## config.mk

```make
export PLATFORM = sky130hd
export DESIGN_NAME = operand_fetch
export DESIGN_NICKNAME = d
export VERILOG_FILES = /design/src/rtl/operand_fetch.sv
export SDC_FILE = /design/constraint.sdc
export NUM_CORES = 2
export LEC_CHECK = 0
export CAP_MARGIN = 20
export CORE_AREA = 2 2 523 317
export CTS_CLUSTER_SIZE = 16
export DETAILED_ROUTE_END_ITERATION = 10
export DIE_AREA = 0 0 525 319
export PLACE_DENSITY_LB_ADDON = 0.12
export RECOVER_POWER = 100
export SYNTH_ARGS = -nofsm -noshare
export SYNTH_HDL_FRONTEND = slang
export SYNTH_SLANG_ARGS = --single-unit
```

## constraint.sdc

```tcl
create_clock -name clk_i -period 111.6 [get_ports clk_i]
set_input_delay 11.16 -clock clk_i [delete_from_list [all_inputs] [get_ports clk_i]]
set_output_delay 11.16 -clock clk_i [all_outputs]
set_load 0.01 [all_outputs]
```

## src/rtl/operand_fetch.sv

```systemverilog
// Register-file read stage: 32-entry register file, three source operands plus the
// immediate, registered one cycle later, with writeback bypass and a pending-result scoreboard.
module operand_fetch #(
    parameter int DATA_WIDTH = 32,
    parameter int ADDR_WIDTH = 5,
    parameter int IMM_WIDTH  = 16
) (
    input  logic                  clk_i,
    input  logic                  rst_i,
    input  logic                  in_valid_i,
    input  logic [ADDR_WIDTH-1:0] addr_ra_i,
    input  logic [ADDR_WIDTH-1:0] addr_rb_i,
    input  logic [ADDR_WIDTH-1:0] addr_rc_i,
    input  logic                  use_ra_i,
    input  logic                  use_rb_i,
    input  logic                  use_rc_i,
    input  logic                  dst_en_i,
    input  logic [ADDR_WIDTH-1:0] dst_addr_i,
    input  logic [IMM_WIDTH-1:0]  imm_i,
    input  logic                  stall_i,
    input  logic                  flush_i,
    input  logic                  wb_en_i,
    input  logic [ADDR_WIDTH-1:0] wb_addr_i,
    input  logic [DATA_WIDTH-1:0] wb_data_i,
    output logic                  hazard_o,
    output logic [DATA_WIDTH-1:0] data_ra_o,
    output logic [DATA_WIDTH-1:0] data_rb_o,
    output logic [DATA_WIDTH-1:0] data_rc_o,
    output logic [IMM_WIDTH-1:0]  data_imm_o,
    output logic                  valid_o
);

    localparam int NUM_REGS = 2 ** ADDR_WIDTH;

    logic [DATA_WIDTH-1:0] regs [NUM_REGS];
    logic [NUM_REGS-1:0]   pending_reg;
    logic [NUM_REGS-1:0]   pending_next;
    logic [NUM_REGS-1:0]   wb_clear;
    logic [NUM_REGS-1:0]   pending_eff;
    logic                  out_dst_en_reg;
    logic [ADDR_WIDTH-1:0] out_dst_addr_reg;
    logic                  raw;
    logic                  waw;
    logic                  accept;

    // Operand read with write-first bypass; r0 is hard-wired to zero.
    function automatic logic [DATA_WIDTH-1:0] read_op(input logic [ADDR_WIDTH-1:0] addr);
        logic [DATA_WIDTH-1:0] value;
        if (addr == '0) begin
            value = '0;
        end else if (wb_en_i && (wb_addr_i == addr)) begin
            value = wb_data_i;
        end else begin
            value = regs[addr];
        end
        return value;
    endfunction

    always_comb begin
        wb_clear = '0;
        if (wb_en_i) begin
            wb_clear[wb_addr_i] = 1'b1;
        end
    end

    // A same-cycle writeback releases the register before the hazard check.
    assign pending_eff = pending_reg & ~wb_clear;

    assign raw = (use_ra_i & pending_eff[addr_ra_i])
               | (use_rb_i & pending_eff[addr_rb_i])
               | (use_rc_i & pending_eff[addr_rc_i]);
    assign waw = dst_en_i & pending_eff[dst_addr_i];

    assign hazard_o = in_valid_i & (raw | waw);
    assign accept   = in_valid_i & ~hazard_o & ~stall_i & ~flush_i;

    always_comb begin
        pending_next = pending_reg & ~wb_clear;
        // A flushed output instruction will never write back, so release its destination.
        if (flush_i && valid_o && out_dst_en_reg && (out_dst_addr_reg != '0)) begin
            pending_next[out_dst_addr_reg] = 1'b0;
        end
        if (accept && dst_en_i && (dst_addr_i != '0)) begin
            pending_next[dst_addr_i] = 1'b1;
        end
        pending_next[0] = 1'b0;
    end

    always_ff @(posedge clk_i or posedge rst_i) begin
        if (rst_i) begin
            for (int i = 0; i < NUM_REGS; i++) begin
                regs[i] <= '0;
            end
        end else if (wb_en_i && (wb_addr_i != '0)) begin
            regs[wb_addr_i] <= wb_data_i;
        end
    end

    always_ff @(posedge clk_i or posedge rst_i) begin
        if (rst_i) begin
            pending_reg <= '0;
        end else begin
            pending_reg <= pending_next;
        end
    end

    always_ff @(posedge clk_i or posedge rst_i) begin
        if (rst_i) begin
            data_ra_o        <= '0;
            data_rb_o        <= '0;
            data_rc_o        <= '0;
            data_imm_o       <= '0;
            valid_o          <= 1'b0;
            out_dst_en_reg   <= 1'b0;
            out_dst_addr_reg <= '0;
        end else if (flush_i) begin
            valid_o <= 1'b0;
        end else if (stall_i) begin
            valid_o <= valid_o;
        end else if (accept) begin
            data_ra_o        <= read_op(addr_ra_i);
            data_rb_o        <= read_op(addr_rb_i);
            data_rc_o        <= read_op(addr_rc_i);
            data_imm_o       <= imm_i;
            valid_o          <= 1'b1;
            out_dst_en_reg   <= dst_en_i;
            out_dst_addr_reg <= dst_addr_i;
        end else begin
            valid_o <= 1'b0;
        end
    end

endmodule

```

==> impl_metrics.toml <==
# implementation run metrics
[yosys]
syn_inst = 4916
numSynthFlops = 1174
ys_seq_share_pct = 41.3
yosys.cell_types.count = 71
yosys.cell_count.top_type = "dfrtp_1"
synth_area_leader_cell = "dfrtp_1"
syn_avg_cell_area_um2 = 14.5
ys_cells = 4916
synthArstFlopShare_pct = 100
yosys_warnings = 0

[critical_path]
critPathArrivalTime_ps = 18050
cp.required_ps = 100440
rr_startpoint = "pending_reg[4]"
slowest_delay_ps = 1890
path_buffers = 3
crit_path_start = "wb_en_i"
cp-start-kind = "primary input"
r2r_end = "data_ra_o[26]"
endpoint_kind = "output port"
r2r_setup_slack_ps = 105900
cp_num_cells = 11
crit_family = "simple AND/OR/NAND/NOR gates"

[placement]
portBuffers = 196
dp_hpwl_um = 154000
place_area_um2 = 75000
place_inst = 6828

[final_layout]
drive_gt1_share_pct = 43.0
final_cell_mix = "1,174 x dfrtp_1, 1,001 x mux2_2, 776 x mux4_2"
lay_top_count = "dfrtp_1"
fin_cells = 7054
largest_reg_flops = 1024

[routing]
ant_nets = 0
vias = 48800
wl_per_cell_um = 37.1
drt-initial-drc-count = 5704

[run]
maxCapViolCount = 59
tool_warnings = 48

[global_routing]
grt_pass1_vias = 47700
grt_usage_pct = 31.2
grt_util_met2_pct = 43.2
grt_max_degree = 152

[timing]
skew_ps = 22.5
fin_crit_sh_pct = 26.2
slew_violations = 2413
post-route-min-period_ps = 29210
rsz0062_at_grt = "no"
setup_tns_ps = 0

[power]
ir_worst_vdd_uv = 13.5
clock_power_share_pct = 31.2
p_int_uw = 975
p_seq_share_pct = 42.3
pwr-share-comb_pct = 26.5
p_per_area_nw_per_um2 = 18.0
p_comb_uw = 374
power.group.top = "registers"

[cts]
cts_num_sinks = 1174
clkTransAtPathRegs_ps = 60
postCtsSetupRepairBufs = 0
h-tree-depth = 3

[floorplan]
rows = 115
die_w_um = 525
fp.dieArea_um2 = 167000
top_level_ports = 197

[worst_hold_path]
min-delay-start = "regs[1022]"

[run_status]
violations = "max-capacitance violations, max-slew violations"
status = "complete, but fails checks"
logic make-up after synthesis:
kind of cell	synth area share, %
AOI/OAI and AO/OA	5.85
xor gates and xnor gates	0.209
buffers and inverters	3.34
DFF	41.3
muxes	46.9
and+or+nand+nor	2.44
area by class of cell:
cell class | count | area (um2) | area share [%]
Clock inverter | 50 | 806 | 1.03
Tap cell | 2164 | 2710 | 3.45
Antenna cell | 3 | 7.51 | 0.00956
Multi-Input combinational cell | 3158 | 39200 | 50.0
Inverter | 10 | 43.8 | 0.0557
Sequential cell | 1174 | 29400 | 37.4
Clock buffer | 171 | 3400 | 4.33
Timing Repair Buffer | 324 | 2970 | 3.78
**Cell placement**

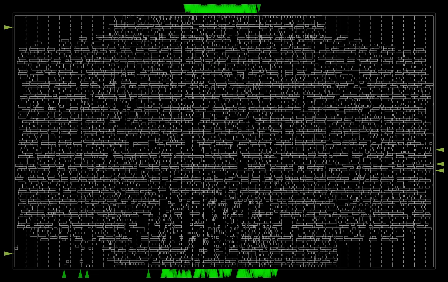
# fillers: 14,000
fraction of area in registers: 37.4%
CORE AREA: 163,000 um2
Final Util: 48.3%

**Cell area per tile**

Scale bar: 200 um. The die is cut into 26 by 16 equal tiles; white is low, dark blue is high, 0 to 100% covered.
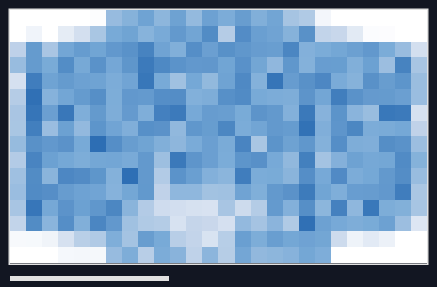
tiles over 75% full: 0.20%
nearly empty tiles: 7.0%
fullest tile: 75%
FP Util: 43.7%

**Where the registers sit**

Scale bar: 200 um. Other sequential cells in the stronger gray, the rest of the logic in the fainter gray.
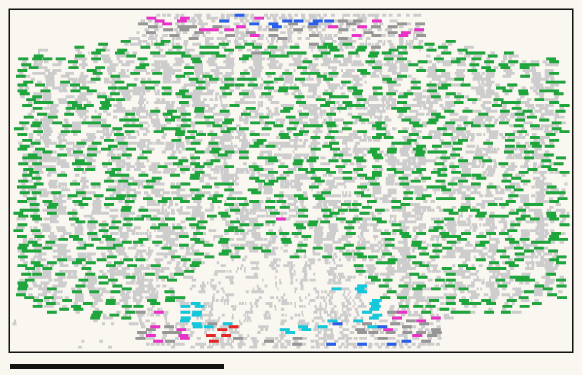
legend:
  pending_reg:
    color: cyan
    placed_flops: 31
    where: bottom center
  out_dst_addr_reg:
    color: red
    placed_flops: 5
  data_imm_o:
    color: blue
    placed_flops: 16
  data_rb_o:
    color: magenta
    placed_flops: 32
  regs:
    color: green
    placed_flops: 1,024
    where: all over the die
not colored: 66
Reg area: 29,400 um2
P_seq: 598 uW

**Supply network**

Scale bar: 200 um. Pins as bars on the die edge. Tap cells in gray.
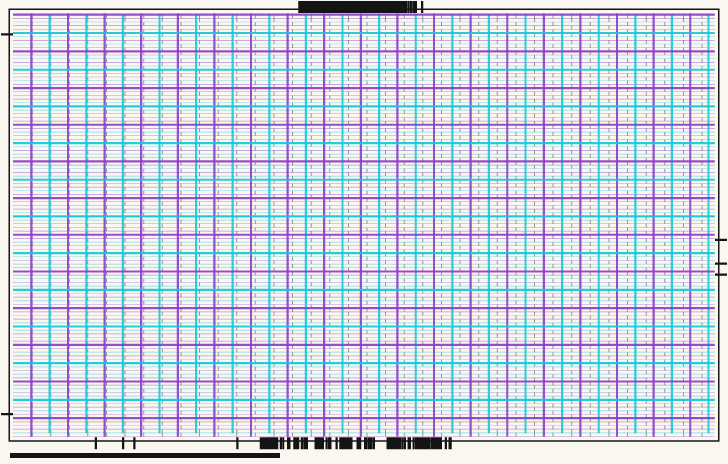
legend:
  VDD:
    color: cyan
  VSS:
    color: purple
met1 rails: 116
rows: 115
met4 straps: 38
signal pins: 197
met5 straps: 23

No activity file was given, so power comes from the tool's default toggle rates.
